**Run 1: routed metal, one color a layer**

The bar under the picture is 20 um long. Only two layers are drawn.
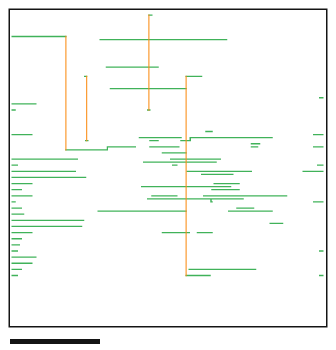
**Run 1: placement by cell class**

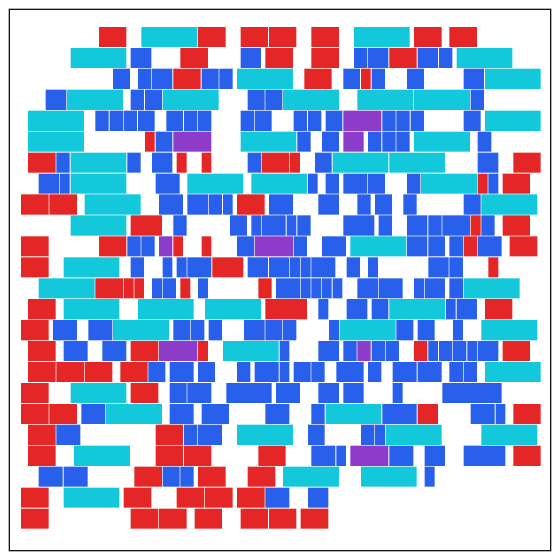
**Run 1: clock routing**

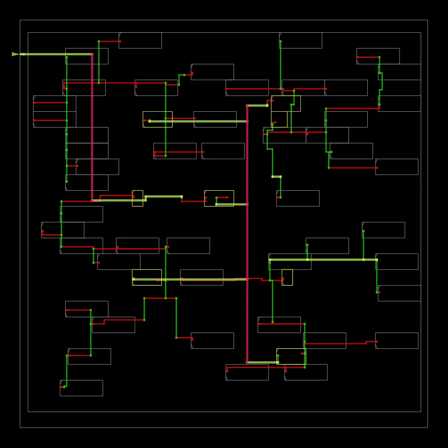
### config.mk
export PLATFORM = sky130hd
export DESIGN_NAME = oam_dma_ctrl_flat
export DESIGN_NICKNAME = d
export VERILOG_FILES = /design/src/rtl/oam_dma_ctrl_if.sv /design/src/rtl/oam_dma_ctrl.sv /design/src/flat_wrapper.sv
export SDC_FILE = /design/constraint.sdc
export NUM_CORES = 1
export LEC_CHECK = 0
export CORE_MARGIN = 1
export CORE_UTILIZATION = 50
export CTS_BUF_LIST = sky130_fd_sc_hd__clkbuf_4 sky130_fd_sc_hd__clkbuf_8
export DETAILED_ROUTE_END_ITERATION = 10
export GPL_TIMING_DRIVEN = 0
export PLACE_DENSITY = 0.83
export RECOVER_POWER = 25
export SETUP_SLACK_MARGIN = 0.1
export SLEW_MARGIN = 5
export SYNTH_ARGS = -nofsm -noshare
export SYNTH_HDL_FRONTEND = slang
export SYNTH_SLANG_ARGS = --single-unit
### constraint.sdc
create_clock -name clk -period 2.4 [get_ports clk]
set_input_delay 0.36 -clock clk [delete_from_list [all_inputs] [get_ports clk]]
set_output_delay 0.36 -clock clk [all_outputs]
set_load 0.005 [all_outputs]
### src/rtl/oam_dma_ctrl_if.sv
// CPU/bus side signals of the sprite DMA sequencer.
// master is the DMA controller; slave is the CPU top level that feeds and muxes it.
interface oam_dma_ctrl_if;
  logic [15:0] cpu_addr;
  logic [7:0]  cpu_data_out;
  logic        cpu_we;
  logic [7:0]  bus_data_in;
  logic        rdy_n;
  logic        bus_sel;
  logic [15:0] dma_addr;
  logic [7:0]  dma_data_out;
  logic        dma_we;
  logic        dma_active;
  logic        done;

  modport master (
    input  cpu_addr, cpu_data_out, cpu_we, bus_data_in,
    output rdy_n, bus_sel, dma_addr, dma_data_out, dma_we, dma_active, done
  );

  modport slave (
    output cpu_addr, cpu_data_out, cpu_we, bus_data_in,
    input  rdy_n, bus_sel, dma_addr, dma_data_out, dma_we, dma_active, done
  );
endinterface

### src/rtl/oam_dma_ctrl.sv
// Sprite DMA sequencer: a CPU write to $4014 copies page {data,00} into OAMDATA,
// stalling the CPU and owning the bus for the duration of the copy.
module oam_dma_ctrl #(
  parameter logic [15:0] DMA_REG_ADDR = 16'h4014,
  parameter logic [15:0] OAMDATA_ADDR = 16'h2004,
  parameter int unsigned XFER_LEN     = 256
) (
  input  logic           clk,
  input  logic           reset,
  oam_dma_ctrl_if.master bus
);

  typedef enum logic [2:0] {
    IDLE  = 3'd0,
    HALT  = 3'd1,
    ALIGN = 3'd2,
    READ  = 3'd3,
    WRITE = 3'd4
  } state_t;

  state_t      state_r;
  logic [7:0]  page_r;
  logic [7:0]  idx_r;
  logic        odd_r;
  logic        rdy_n_r;
  logic        bus_sel_r;
  logic [15:0] dma_addr_r;
  logic [7:0]  dma_data_out_r;
  logic        dma_we_r;
  logic        dma_active_r;
  logic        done_r;
  logic        trigger_s;
  logic        last_idx_s;

  assign trigger_s  = bus.cpu_we && (bus.cpu_addr == DMA_REG_ADDR);
  assign last_idx_s = (idx_r == 8'(XFER_LEN - 32'd1));

  // Sequencer FSM; outputs are registered alongside the state they belong to.
  always_ff @(posedge clk) begin
    if (reset) begin
      state_r        <= IDLE;
      page_r         <= 8'h00;
      idx_r          <= 8'h00;
      odd_r          <= 1'b0;
      rdy_n_r        <= 1'b1;
      bus_sel_r      <= 1'b0;
      dma_addr_r     <= 16'h0000;
      dma_data_out_r <= 8'h00;
      dma_we_r       <= 1'b0;
      dma_active_r   <= 1'b0;
      done_r         <= 1'b0;
    end else begin
      odd_r  <= ~odd_r;
      done_r <= 1'b0;
      case (state_r)
        IDLE: begin
          if (trigger_s) begin
            state_r      <= HALT;
            page_r       <= bus.cpu_data_out;
            idx_r        <= 8'h00;
            rdy_n_r      <= 1'b0;
            dma_active_r <= 1'b1;
          end else begin
            state_r <= IDLE;
          end
        end
        HALT: begin
          // An odd cycle at HALT costs one extra ALIGN cycle before the first read.
          if (odd_r) begin
            state_r <= ALIGN;
          end else begin
            state_r    <= READ;
            bus_sel_r  <= 1'b1;
            dma_addr_r <= {page_r, idx_r};
          end
        end
        ALIGN: begin
          state_r    <= READ;
          bus_sel_r  <= 1'b1;
          dma_addr_r <= {page_r, idx_r};
        end
        READ: begin
          state_r        <= WRITE;
          dma_addr_r     <= OAMDATA_ADDR;
          dma_data_out_r <= bus.bus_data_in;
          dma_we_r       <= 1'b1;
        end
        WRITE: begin
          dma_we_r <= 1'b0;
          if (last_idx_s) begin
            state_r        <= IDLE;
            done_r         <= 1'b1;
            rdy_n_r        <= 1'b1;
            bus_sel_r      <= 1'b0;
            dma_active_r   <= 1'b0;
            dma_addr_r     <= 16'h0000;
            dma_data_out_r <= 8'h00;
          end else begin
            // idx wraps inside the page only; page never carries.
            state_r    <= READ;
            idx_r      <= idx_r + 8'd1;
            dma_addr_r <= {page_r, idx_r + 8'd1};
          end
        end
        default: begin
          state_r        <= IDLE;
          rdy_n_r        <= 1'b1;
          bus_sel_r      <= 1'b0;
          dma_addr_r     <= 16'h0000;
          dma_data_out_r <= 8'h00;
          dma_we_r       <= 1'b0;
          dma_active_r   <= 1'b0;
        end
      endcase
    end
  end

  assign bus.rdy_n        = rdy_n_r;
  assign bus.bus_sel      = bus_sel_r;
  assign bus.dma_addr     = dma_addr_r;
  assign bus.dma_data_out = dma_data_out_r;
  assign bus.dma_we       = dma_we_r;
  assign bus.dma_active   = dma_active_r;
  assign bus.done         = done_r;

endmodule

### src/flat_wrapper.sv
// flat-port wrapper written by rule: the top's interface ports become plain ports
module oam_dma_ctrl_flat 
#(
  parameter logic [15:0] DMA_REG_ADDR = 16'h4014,
  parameter logic [15:0] OAMDATA_ADDR = 16'h2004,
  parameter int unsigned XFER_LEN     = 256
)
  (clk, reset, bus_cpu_addr, bus_cpu_data_out, bus_cpu_we, bus_bus_data_in, bus_rdy_n, bus_bus_sel, bus_dma_addr, bus_dma_data_out, bus_dma_we, bus_dma_active, bus_done);
  oam_dma_ctrl_if bus_i ();
  input  logic clk;
  input  logic reset;
  input wire logic [$bits(bus_i.cpu_addr)-1:0] bus_cpu_addr;
  input wire logic [$bits(bus_i.cpu_data_out)-1:0] bus_cpu_data_out;
  input wire logic [$bits(bus_i.cpu_we)-1:0] bus_cpu_we;
  input wire logic [$bits(bus_i.bus_data_in)-1:0] bus_bus_data_in;
  output wire logic [$bits(bus_i.rdy_n)-1:0] bus_rdy_n;
  output wire logic [$bits(bus_i.bus_sel)-1:0] bus_bus_sel;
  output wire logic [$bits(bus_i.dma_addr)-1:0] bus_dma_addr;
  output wire logic [$bits(bus_i.dma_data_out)-1:0] bus_dma_data_out;
  output wire logic [$bits(bus_i.dma_we)-1:0] bus_dma_we;
  output wire logic [$bits(bus_i.dma_active)-1:0] bus_dma_active;
  output wire logic [$bits(bus_i.done)-1:0] bus_done;
  assign bus_i.cpu_addr = bus_cpu_addr;
  assign bus_i.cpu_data_out = bus_cpu_data_out;
  assign bus_i.cpu_we = bus_cpu_we;
  assign bus_i.bus_data_in = bus_bus_data_in;
  assign bus_rdy_n = bus_i.rdy_n;
  assign bus_bus_sel = bus_i.bus_sel;
  assign bus_dma_addr = bus_i.dma_addr;
  assign bus_dma_data_out = bus_i.dma_data_out;
  assign bus_dma_we = bus_i.dma_we;
  assign bus_dma_active = bus_i.dma_active;
  assign bus_done = bus_i.done;
  oam_dma_ctrl #(.DMA_REG_ADDR(DMA_REG_ADDR), .OAMDATA_ADDR(OAMDATA_ADDR), .XFER_LEN(XFER_LEN)) u_core (.clk(clk), .reset(reset), .bus(bus_i));
endmodule
==> reports/results.ini, run 1 <==
[outcome]
outcome = completed

[synth]
mux_share_pct = 0.485
syn_inst = 263
ys_cells = 263
async_flop_share_pct = 0
ys_sh_adder_pct = 0.539
area_leaders = dfxtp_1, a21oi_1, o21ai_0, a22o_1, nand2b_1
synth-seq-cells = 49
yosysTopAreaCell = dfxtp_1
synthFlopType = dfxtp_1
xor_share_pct = 0.377
synthAoiAreaFrac_pct = 27.7
simple_gate_area_share_pct = 22.5
ys_types = 52
logic_family = AND-OR/OR-AND gates
synth_seq_share_pct = 42.2
top_cell_area_share_pct = 42.2
ys.warnings.count = 0
avgSynthCellArea_sq_um = 8.83
ys_chip_area_sq_mm = 0.00232
syn_area_sq_mm = 0.00232
edf_count = 0
syn-num-nets = 299

[critical_path]
path_buffers = 2
cp-end-kind = flip-flop
cp_data_required_time_ps = 2580
criticalPathCategory = input port to flip-flop
cp-start-kind = input port
crit_family = simple AND/OR/NAND/NOR gates
crit_chain = clkdlybuf4s50_1 > nor4b_1 > nand4_1 > clkbuf_1 > o211ai_1 > a21oi_1
worstPathArrival_ps = 2230
slowest_stage = nor4b_1
critPathMaxStageDelay_ps = 500
critPathMaxFanout = 10

[routing]
firstDrtPassIters = 4
drc = 0
viasPerCell = 5.94
drt_iter0_markers = 241
ant_nets = 0

[placement]
post-dp-hpwl_um = 4480
io_buffers = 63
globalplace.congestion = 0.868

[final_timing]
setup_viol = 0
rsz0062_at_grt = false
maxSlewViolCount = 0
relSlewSlack_pct = 25.2
tns_ps = 0
fin_crit_sh_pct = 85.4
min_period_ps = 2050
worstMarginPinSlew_ps = 1110
finalHoldViolations = 0
fmax_mhz = 488

[clock_network]
clock_sinks = 49
htree_levels = 2
cts_hold_buf = 0
cts-root-buf = clkbuf_8
cts_tree = built
clk_pin_slew_ps = 90
ctsResizeCount = 0
clk_path_buf_depth = 2
post_cts.repair.setup_buffers = 0

[power_and_ir_drop]
powerDensity_mw_per_mm2 = 487
vdd_drop_max_mv = 0.346
p_leak_nw = 1.06
total_power_mw = 1.51

[finish]
final_common_cell = dfxtp_1
area_growth_pct = 33.5
insertedDiodeCount = 0
utilization_pct = 70.2
fin_nets = 369
mostFrequentLayoutCells = dfxtp_1, clkdlybuf4s50_1, a21oi_1
drive_above_1_share_pct = 6.59

[floorplan]
dieWidth_um = 70.2
initCoreUtil_pct = 52.6
io_pins = 64
dieArea_sq_mm = 0.00492
dieHeight_um = 70.2

[flow_run]
warning_count = 26
maxCapViolCount = 0

[global_routing]
grt_pass1_vias = 2249
antenna_found_initial = 0
overflow = 0
grt_pass1_wl_um = 10500
grt_max_degree = 15

[hold_path]
hold_class = flip-flop to flip-flop

About 'routed metal, one color a layer':
| color | layer | wire length |
|---|---|---|
| green | M3 | 469 um |
| orange | M4 | 105 um |
GRT Total Usage: 26.8%
wire per inst: 16.1 um
final WL: 6220 um
via count: 2291

About 'placement by cell class':
| color | class | cells | share of their area |
|---|---|---|---|
| red | remaining buffers and delay cells | 84 | 24% |
| blue | remaining logic cells | 193 | 40% |
| cyan | sequential cells | 49 | 32% |
| purple | clock drivers and dummy loads | 8 | 2.8% |
Non-Filler Cell Area, Final: 0.00310 sq mm
Row Count: 24
Placeable Area: 0.00441 sq mm

About 'clock routing':
total CTS buffers: 5
sequential cells: 49
P_clk: 490 uW
Clock Skew: 6.01 ps
Late-Pin Clk Latency: 310 ps

## run 1: cells in the mapped netlist, drive strengths merged, types with 2 or more instances
| cell | n |
|---|---|
| nor4b | 3 |
| a221oi | 6 |
| nor3 | 8 |
| nand3b | 7 |
| buf | 7 |
| a21oi | 28 |
| o221ai | 3 |
| nor2b | 3 |
| nand2 | 15 |
| o31ai | 4 |
| nor4 | 4 |
| nand3 | 6 |
| nor2 | 8 |
| inv | 8 |
| and4 | 3 |
| o21ai | 24 |
| o211ai | 4 |
| a31oi | 2 |
| and3 | 3 |
| nand2b | 10 |
| o32ai | 2 |
| dfxtp | 49 |
| o21a | 3 |
| nand4 | 10 |
| o31a | 2 |
| clkbuf | 14 |
| a22oi | 3 |
| a211oi | 2 |
| a22o | 8 |
## run 1: metrics by stage
| step | area (sq um) | setup slack, ps | hold WS [ps] | cells |
|---|---|---|---|---|
| 2_1_floorplan | 2320 | 784 | 410 | 263 |
| 3_3_place_gp | 3020 | 85.5 | 424 | 378 |
| 3_5_place_dp | 3020 | 48.4 | 430 | 378 |
| 4_1_cts | 3100 | 381 | 448 | 386 |
| 5_1_grt | 3100 | 137 | 467 | 386 |
| 6_report | 3100 | 350 | 450 | 386 |
## run 1: final timing paths
| kind | from | to | slack (ps) | depth (start not counted) |
|---|---|---|---|---|
| max | bus_cpu_addr[1] | u_core.idx_r[3] | 350 | 6 |
| min | u_core.odd_r | u_core.odd_r | 450 | 1 |
| max reg2reg | u_core.idx_r[0] | u_core.bus.dma_addr[11] | 390 | 6 |
| min reg2reg | u_core.odd_r | u_core.odd_r | 450 | 1 |
## run 1: state kept, by name, summed over array words and instances, names as in the netlist
register and count:
u_core.bus.dma_data_out 8, u_core.bus.done 1, u_core.page_r 8, u_core.bus.bus_sel 1, u_core.bus.dma_active 1, u_core.state_r 3
u_core.bus.rdy_n 1, u_core.bus.dma_we 1, u_core.odd_r 1, u_core.idx_r 8, u_core.bus.dma_addr 16
## run 1: routing by layer
| layer | GRT usage, % | vias to the layer above | share of wire, % |
|---|---|---|---|
| met5 | 0 | - | 0 |
| met4 | 10.7 | 0 | 1.7 |
| met3 | 6.93 | 11 | 7.5 |
| met2 | 40.5 | 100 | 46 |
| met1 | 36.6 | 1048 | 44 |
| li1 | - | 1132 | - |
## run 1: final cells by class
cell class / count / area, sq um
Fill cell: 349 / 1320
Multi-Input combinational cell: 185 / 1190
Sequential cell: 49 / 981
Timing Repair Buffer: 63 / 631
Buffer: 21 / 113
Clock buffer: 6 / 76.3
Tap cell: 52 / 65.1
Inverter: 8 / 30.0
Clock inverter: 2 / 10.0
## run 1: worst reg2reg max path, cell delays in order, from the launching register on
cell	delay (ps)
dfxtp_1	480
ha_1	190
buf_4	160
and3_1	240
a21oi_4	130
a21oi_1	490
o21ai_0	190
## run 1: report_power, final
group          leakage, nW  total (mW)  internal [mW]  switching, mW
sequential           0.395       0.828          0.821        0.00646
combinational        0.619       0.192         0.0916          0.100
clock               0.0484       0.490          0.214          0.276
## run 1: logic make-up after synthesis
kind of cell / after synthesis
AND-OR/OR-AND: 96
XOR/XNOR: 1
adder cells (fa/ha/maj): 1
buffers and inverters: 29
flip-flops: 49
multiplexers: 1
AND/OR/NAND/NOR: 86
**Run 1: supply network**

The bar under the picture is 20 um long. Pins as bars on the die edge. Tap cells in gray.
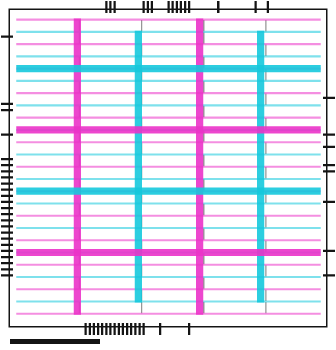

==> run 2, diff against run 1 <==
--- a/config.mk
+++ b/config.mk
@@ -6,11 +6,12 @@
 export NUM_CORES = 1
 export LEC_CHECK = 0
 export CORE_MARGIN = 1
-export CORE_UTILIZATION = 50
+export CORE_UTILIZATION = 53
 export CTS_BUF_LIST = sky130_fd_sc_hd__clkbuf_4 sky130_fd_sc_hd__clkbuf_8
+export CTS_CLUSTER_DIAMETER = 60
 export DETAILED_ROUTE_END_ITERATION = 10
 export GPL_TIMING_DRIVEN = 0
-export PLACE_DENSITY = 0.83
+export PLACE_DENSITY = 0.87
 export RECOVER_POWER = 25
 export SETUP_SLACK_MARGIN = 0.1
 export SLEW_MARGIN = 5
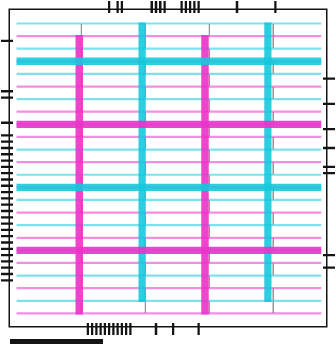
**Above:** run 2 (supply network).
The bar under the picture is 20 um long. Pins as bars on the die edge. Tap cells in gray.
| color | net |
|---|---|
| cyan | VDD |
| magenta | VSS |
met4 straps: 4
signal pins: 64
tap cells: 50

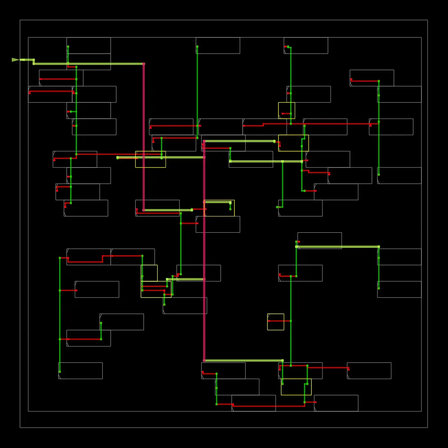
**Above:** run 2 (clock routing).
clock tree sinks: 49
P_clk: 499 uW

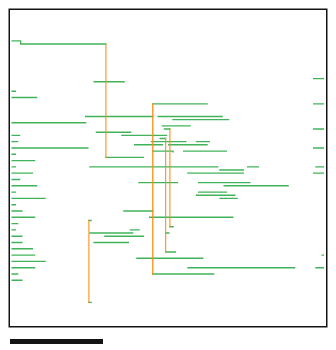
**Above:** run 2 (routed metal, one color a layer).
The bar under the picture is 20 um long. Only two layers are drawn.
wire per inst: 16.3 um
via count: 2339
final WL: 6240 um

==> run 2 against run 1 <==
Clock-buffer cell count unchanged; clock skew about the same; synthesized cell count unchanged; hold slack worse by 10 ps; critical path type is now flip-flop to flip-flop; highest routed layer unchanged.
==> reports/results.ini, run 2 <==
[outcome]
outcome = completed

[global_routing]
grt_pass1_vias = 2115
grt_max_degree = 16
antenna_found_initial = 0
grt_pass1_wl_um = 10000
grt_util_all_layers_pct = 29.4

[clock_network]
cts_hold_buf = 0
clk_pin_slew_ps = 90
clk_path_buf_depth = 2
cts_tree = built
clock_latency_ps = 310
htree_levels = 2

[critical_path]
reg2regPathDepth = 6
r2r_start = u_core.idx_r[2]
cp_data_required_time_ps = 2570
worstPathArrival_ps = 2190
r2r_end = u_core.bus.dma_addr[10]
ff2ff_setup_slack_ps = 380
cp-start-kind = flip-flop
criticalPathCategory = flip-flop to flip-flop
critPathMaxFanout = 10
cp-end-kind = flip-flop

[synth]
ys_cells = 263
syn_area_sq_mm = 0.00232
synth_seq_share_pct = 42.2
syn-num-nets = 299
ys_types = 52
edf_count = 0
synth-seq-cells = 49
synth_top_cell_by_count = dfxtp_1
async_flop_share_pct = 0
synthFlopType = dfxtp_1
synthTopCellsByCount = dfxtp_1, a21oi_1, o21ai_0
top_cell_area_share_pct = 42.2
ys.warnings.count = 0
area_leaders = dfxtp_1, a21oi_1, o21ai_0, a22o_1, nand2b_1
yosysTopAreaCell = dfxtp_1
ys_chip_area_sq_mm = 0.00232

[hold_path]
worstHoldStart = u_core.odd_r
holdPathEnd = u_core.odd_r
hold_depth = 1

[finish]
insertedDiodeCount = 0
area_growth_pct = 33.8
flop_area_sq_um = 981
drive_above_1_share_pct = 6.89
area.combinational_sq_mm = 0.00120
largest_register_ff_count = 16
final_common_cell = dfxtp_1
fillers = 318
fin_nets = 369
mostFrequentLayoutCells = dfxtp_1, clkdlybuf4s50_1, a21oi_1

[floorplan]
dieWidth_um = 68.2
io_pins = 64
dieHeight_um = 68.2
std_cell_rows = 23
initCoreUtil_pct = 56.4
dieArea_sq_mm = 0.00465

[final_timing]
fmax_mhz = 495
tns_ps = 0
maxSlewViolCount = 0
relSlewSlack_pct = 22.0
fin_crit_sh_pct = 84.2
min_period_ps = 2020
worstMarginPinSlew_ps = 1160
clock_skew_ps = 6.08
rsz0062_at_grt = false

[flow_run]
warning_count = 27

[power_and_ir_drop]
powerDensity_mw_per_mm2 = 489
p_leak_nw = 1.06
total_power_mw = 1.52

[placement]
globalplace.congestion = 0.884
io_buffers = 63
dp_cells = 376
post-dp-hpwl_um = 4520

[routing]
drc = 0
ant_nets = 0
firstDrtPassIters = 5
viasPerCell = 6.09
drt_iter0_markers = 281

## run 2: cell counts after synthesis
Identical to the previous run, type by type.
## run 2: where the power goes
group	switching, mW	internal, mW	leakage [nW]	total (mW)
logic	0.101	0.0934	0.621	0.194
registers	0.00624	0.821	0.395	0.828
clock network	0.282	0.217	0.0408	0.499
## run 2: final cells by class
| cell class | count | area share, % |
|---|---|---|
| Multi-Input combinational cell | 185 | 38.6 |
| Sequential cell | 49 | 31.6 |
| Timing Repair Buffer | 63 | 20.3 |
| Buffer | 21 | 3.62 |
| Clock buffer | 6 | 2.46 |
| Tap cell | 50 | 2.01 |
| Inverter | 8 | 0.966 |
| Clock inverter | 2 | 0.483 |
## run 2: critical path, stage by stage (launching register included)
cell and delay [ps]:
dfxtp_1 310, clkbuf_1 340, and4_1 240, buf_2 190
a21oi_4 120, a21oi_1 460, o21ai_0 200
## run 2: logic make-up (layout without fill, tap and decap cells)
family / Yosys count / in the layout / share of synthesized area [%]
xor+xnor: 1 / 1 / 0.377
compound gates: 96 / 96 / 27.7
simple gates: 86 / 86 / 22.5
fa+ha+maj: 1 / 1 / 0.539
flops: 49 / 49 / 42.2
buf+inv: 29 / 100 / 6.14
mux: 1 / 1 / 0.485
## run 2: worst max path at each step
| stage | to | cells after the start |
|---|---|---|
| 2_1_floorplan | u_core.bus.dma_active | 6 |
| 3_3_place_gp | u_core.idx_r[3] | 6 |
| 3_5_place_dp | u_core.page_r[6] | 6 |
| 4_1_cts | u_core.page_r[6] | 6 |
| 5_1_grt | u_core.bus.dma_addr[10] | 6 |
| 6_report | u_core.bus.dma_addr[10] | 6 |
## run 2: through the flow
stage	hold WS, ps	setup WS [ps]	util [%]	instance area, sq um
6_report	439	380	75.5	3110
5_1_grt	455	218	75.5	3110
4_1_cts	442	300	75.5	3110
3_5_place_dp	430	80.2	73.3	3020
3_3_place_gp	425	136	73.3	3020
2_1_floorplan	410	784	-	2320
## run 2: timing repair
item	in CTS	in global routing
buffers inserted	0	0
endpoints found under the setup margin	0	1
gates resized	0	1
## run 2: metal layers
layer	up-vias	wire length [um]	global-route usage, %
li1	1127	-	-
met2	107	2910	46.7
met4	0	124	11.2
met5	-	0	0
met3	14	471	7.00
met1	1091	2740	38.4
**Run 2: placement by cell class**

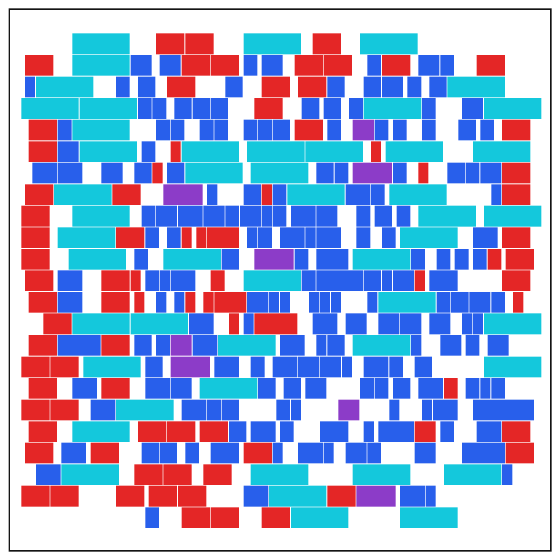

==> run 3, diff against run 2 <==
--- a/config.mk
+++ b/config.mk
@@ -6,12 +6,12 @@
 export NUM_CORES = 1
 export LEC_CHECK = 0
 export CORE_MARGIN = 1
-export CORE_UTILIZATION = 53
+export CORE_UTILIZATION = 50
 export CTS_BUF_LIST = sky130_fd_sc_hd__clkbuf_4 sky130_fd_sc_hd__clkbuf_8
 export CTS_CLUSTER_DIAMETER = 60
 export DETAILED_ROUTE_END_ITERATION = 10
 export GPL_TIMING_DRIVEN = 0
-export PLACE_DENSITY = 0.87
+export PLACE_DENSITY = 0.83
 export RECOVER_POWER = 25
 export SETUP_SLACK_MARGIN = 0.1
 export SLEW_MARGIN = 5
==> constraint.sdc (replaced) <==
create_clock -name clk -period 1.9 [get_ports clk]
set_input_delay 0.285 -clock clk [delete_from_list [all_inputs] [get_ports clk]]
set_output_delay 0.285 -clock clk [all_outputs]
set_load 0.005 [all_outputs]
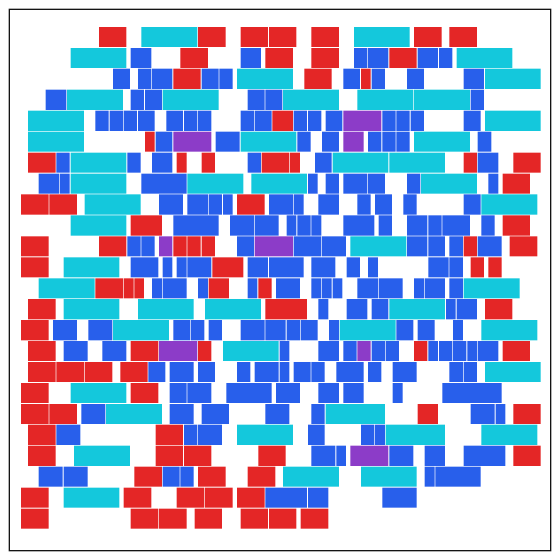
**Above:** run 3 (placement by cell class).
| color | class | cells | share of their area |
|---|---|---|---|
| blue | remaining logic cells | 194 | 41% |
| purple | clock drivers and dummy loads | 8 | 2.8% |
| red | remaining buffers and delay cells | 86 | 25% |
| cyan | sequential cells | 49 | 31% |

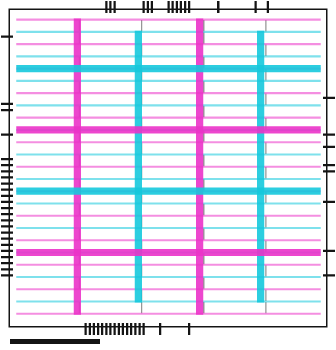
**Above:** run 3 (supply network).
The bar under the picture is 20 um long. Pins as bars on the die edge. Tap cells in gray.
| color | net |
|---|---|
| magenta | VSS |
| cyan | VDD |
met5 straps: 4
rows: 24
met1 rails: 25
met4 straps: 4
signal pins: 64
die width: 70.2 um
maximum VDD drop: 0.441 mV
DIE HEIGHT: 70.2 um

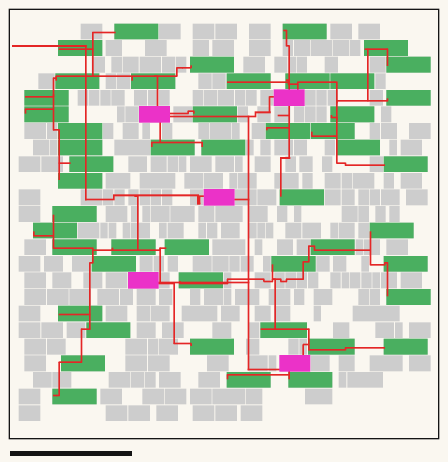
**Above:** run 3 (clock wires, drivers and flops).
The bar under the picture is 20 um long.
[green] flip-flops | count: 49
[red] clock wires | length: 567 um
[magenta] clock-net drivers | count: 5
routed clock nets: 6
flops lie: all over the die

==> run 3 against run 2 <==
Clock power grew 23%; critical path depth is the same; cell count grew 1.3%; sequential share of layout area down 0.77 points; die area increased by 5.8%; critical endpoint is now u_core.bus.dma_active; largest power group unchanged.
==> reports/results.ini, run 3 <==
[outcome]
outcome = completed

[critical_path]
worstPathArrival_ps = 2000
critPathMaxStageDelay_ps = 370
r2r_end = u_core.bus.dma_active
cp-start-kind = flip-flop
cp-end-kind = flip-flop
cp_data_required_time_ps = 2110
criticalPathCategory = flip-flop to flip-flop
reg2regPathDepth = 6
ff2ff_setup_slack_ps = 110
path_buffers = 1
crit_chain = ha_1 > buf_4 > and3_2 > a21o_2 > and3_1 > o21a_1
r2r_start = u_core.idx_r[0]
crit_start = u_core.idx_r[0]
slowest_stage = dfxtp_2
critPathMaxFanout = 10
crit_family = simple AND/OR/NAND/NOR gates

[synth]
avgSynthCellArea_sq_um = 8.83
ys_cells = 263
synthTopCellsByCount = dfxtp_1, a21oi_1, o21ai_0
top_cell_area_share_pct = 42.2
synthFlopType = dfxtp_1
synth_seq_share_pct = 42.2
ys_types = 52
area_leaders = dfxtp_1, a21oi_1, o21ai_0, a22o_1, nand2b_1
syn_inst = 263
async_flop_share_pct = 0
syn_area_sq_mm = 0.00232
syn-num-nets = 299
synth-seq-cells = 49
ys.warnings.count = 0
synth_top_cell_by_count = dfxtp_1
ys_chip_area_sq_mm = 0.00232
yosysTopAreaCell = dfxtp_1
edf_count = 0

[final_timing]
rsz0062_at_grt = true
finalHoldViolations = 0
min_period_ps = 1790
clock_skew_ps = 6.82
fmax_mhz = 558
tns_ps = 0
setup_viol = 0
maxSlewViolCount = 0
relSlewSlack_pct = 47.7
worstMarginPinSlew_ps = 779
fin_crit_sh_pct = 94.4

[finish]
fillers = 343
final_common_cell = dfxtp_1
drive_above_1_share_pct = 13.6
area.combinational_sq_mm = 0.00126
area_growth_pct = 37.6
mostFrequentLayoutCells = dfxtp_1, clkdlybuf4s50_1, a21oi_1
insertedDiodeCount = 0
fin_cells = 389
utilization_pct = 72.4
flop_area_sq_um = 983
largest_register_ff_count = 16
fin_area_sq_mm = 0.00319
fin_nets = 372

[hold_path]
hold_depth = 2
worstHoldStart = u_core.bus.rdy_n
hold_class = flip-flop to flip-flop
holdPathEnd = u_core.bus.rdy_n

[clock_network]
clk_path_buf_depth = 2
cts_hold_buf = 0
clk_pin_slew_ps = 90
cts_tree = built
htree_levels = 2
clock_latency_ps = 300
clock_sinks = 49
cts-root-buf = clkbuf_8
cts_buffers = 5

[placement]
globalplace.congestion = 0.868
dp_cells = 378
place_area_sq_mm = 0.00302
io_buffers = 63
post-dp-hpwl_um = 4480

[routing]
drc = 0
firstDrtPassIters = 4
viasPerCell = 6.08
dr_total_vias = 2364
ant_nets = 0
wl_um = 6540
drt_iter0_markers = 219
routedWlPerCell_um = 16.8

[floorplan]
initCoreUtil_pct = 52.6
io_pins = 64
core_sq_mm = 0.00441
std_cell_rows = 24
dieArea_sq_mm = 0.00492

[power_and_ir_drop]
powerDensity_mw_per_mm2 = 600
p_leak_nw = 1.11
total_power_mw = 1.92

[global_routing]
grt_pass1_vias = 2261
antenna_found_initial = 0
overflow = 0
grtUsageMet1_pct = 36.6
grt.busiest_layer = met2
grt_pass1_wl_um = 10500
grt_util_all_layers_pct = 27.1
use_met2_pct = 41.5
globalRouteMet3Util_pct = 6.93
grt_max_degree = 15

[flow_run]
warning_count = 27
maxCapViolCount = 0

==> run 3: timing repair <==
| item | 4_1_cts | 5_1_grt |
|---|---|---|
| cloned | 0 | 1 |
| buffers inserted | 1 | 1 |
| resized | 7 | 21 |
| endpoints found under the hold margin | 0 | 0 |
| pin swaps | 1 | 2 |
| endpoints found under the setup margin | 30 | 40 |
==> run 3: kinds of logic (layout without fill, tap and decap cells) <==
| kind of cell | Yosys count | after routing | synth area share [%] |
|---|---|---|---|
| and+or+nand+nor | 86 | 86 | 22.5 |
| buffers and inverters | 29 | 102 | 6.14 |
| AOI/OAI and AO/OA | 96 | 97 | 27.7 |
| xor gates and xnor gates | 1 | 1 | 0.377 |
| adders and majority gates | 1 | 1 | 0.539 |
| muxes | 1 | 1 | 0.485 |
| DFF | 49 | 49 | 42.2 |
==> run 3: stage by stage <==
stage	setup WS, ps	hold WS, ps
final	106	466
after global routing	31.7	488
after CTS	114	448
after detailed placement	-377	430
after global placement	-339	424
after floorplan	284	404
==> run 3: cell type report <==
| class | instances | area share, % |
|---|---|---|
| Multi-Input combinational cell | 186 | 39.5 |
| Sequential cell | 49 | 30.8 |
| Timing Repair Buffer | 65 | 20.2 |
| Buffer | 21 | 3.84 |
| Clock buffer | 6 | 2.39 |
| Tap cell | 52 | 2.04 |
| Inverter | 8 | 0.940 |
| Clock inverter | 2 | 0.313 |
==> run 3: per-layer routing <==
| metal | vias to the layer above | wire length [um] |
|---|---|---|
| met5 | - | 0 |
| li1 | 1142 | - |
| met1 | 1106 | 2920 |
| met3 | 14 | 434 |
| met4 | 0 | 144 |
| met2 | 102 | 3040 |
==> run 3: worst max path at each step <==
stage                                  end  slack [ps]  cells after the start
floorplan            u_core.bus.dma_active         280                      6
global placement           u_core.idx_r[3]        -340                      6
detailed placement         u_core.idx_r[3]        -380                      6
CTS                 u_core.bus.dma_addr[0]         110                      6
global route         u_core.bus.dma_active          30                      6
finish               u_core.bus.dma_active         110                      6
==> run 3: worst min-delay path: cells and delay by family (launching register included) <==
| kind | cells | cell delay, ps |
|---|---|---|
| buffers and inverters | 1 | 50 |
| DFF | 1 | 320 |
| AOI/OAI and AO/OA | 1 | 60 |
==> run 3: power by group <==
part	switching [mW]	leakage (nW)	internal, mW
clock network	0.343	0.0484	0.270
logic	0.134	0.670	0.123
registers	0.00875	0.396	1.04
Power is estimated from default activity; no workload was simulated.
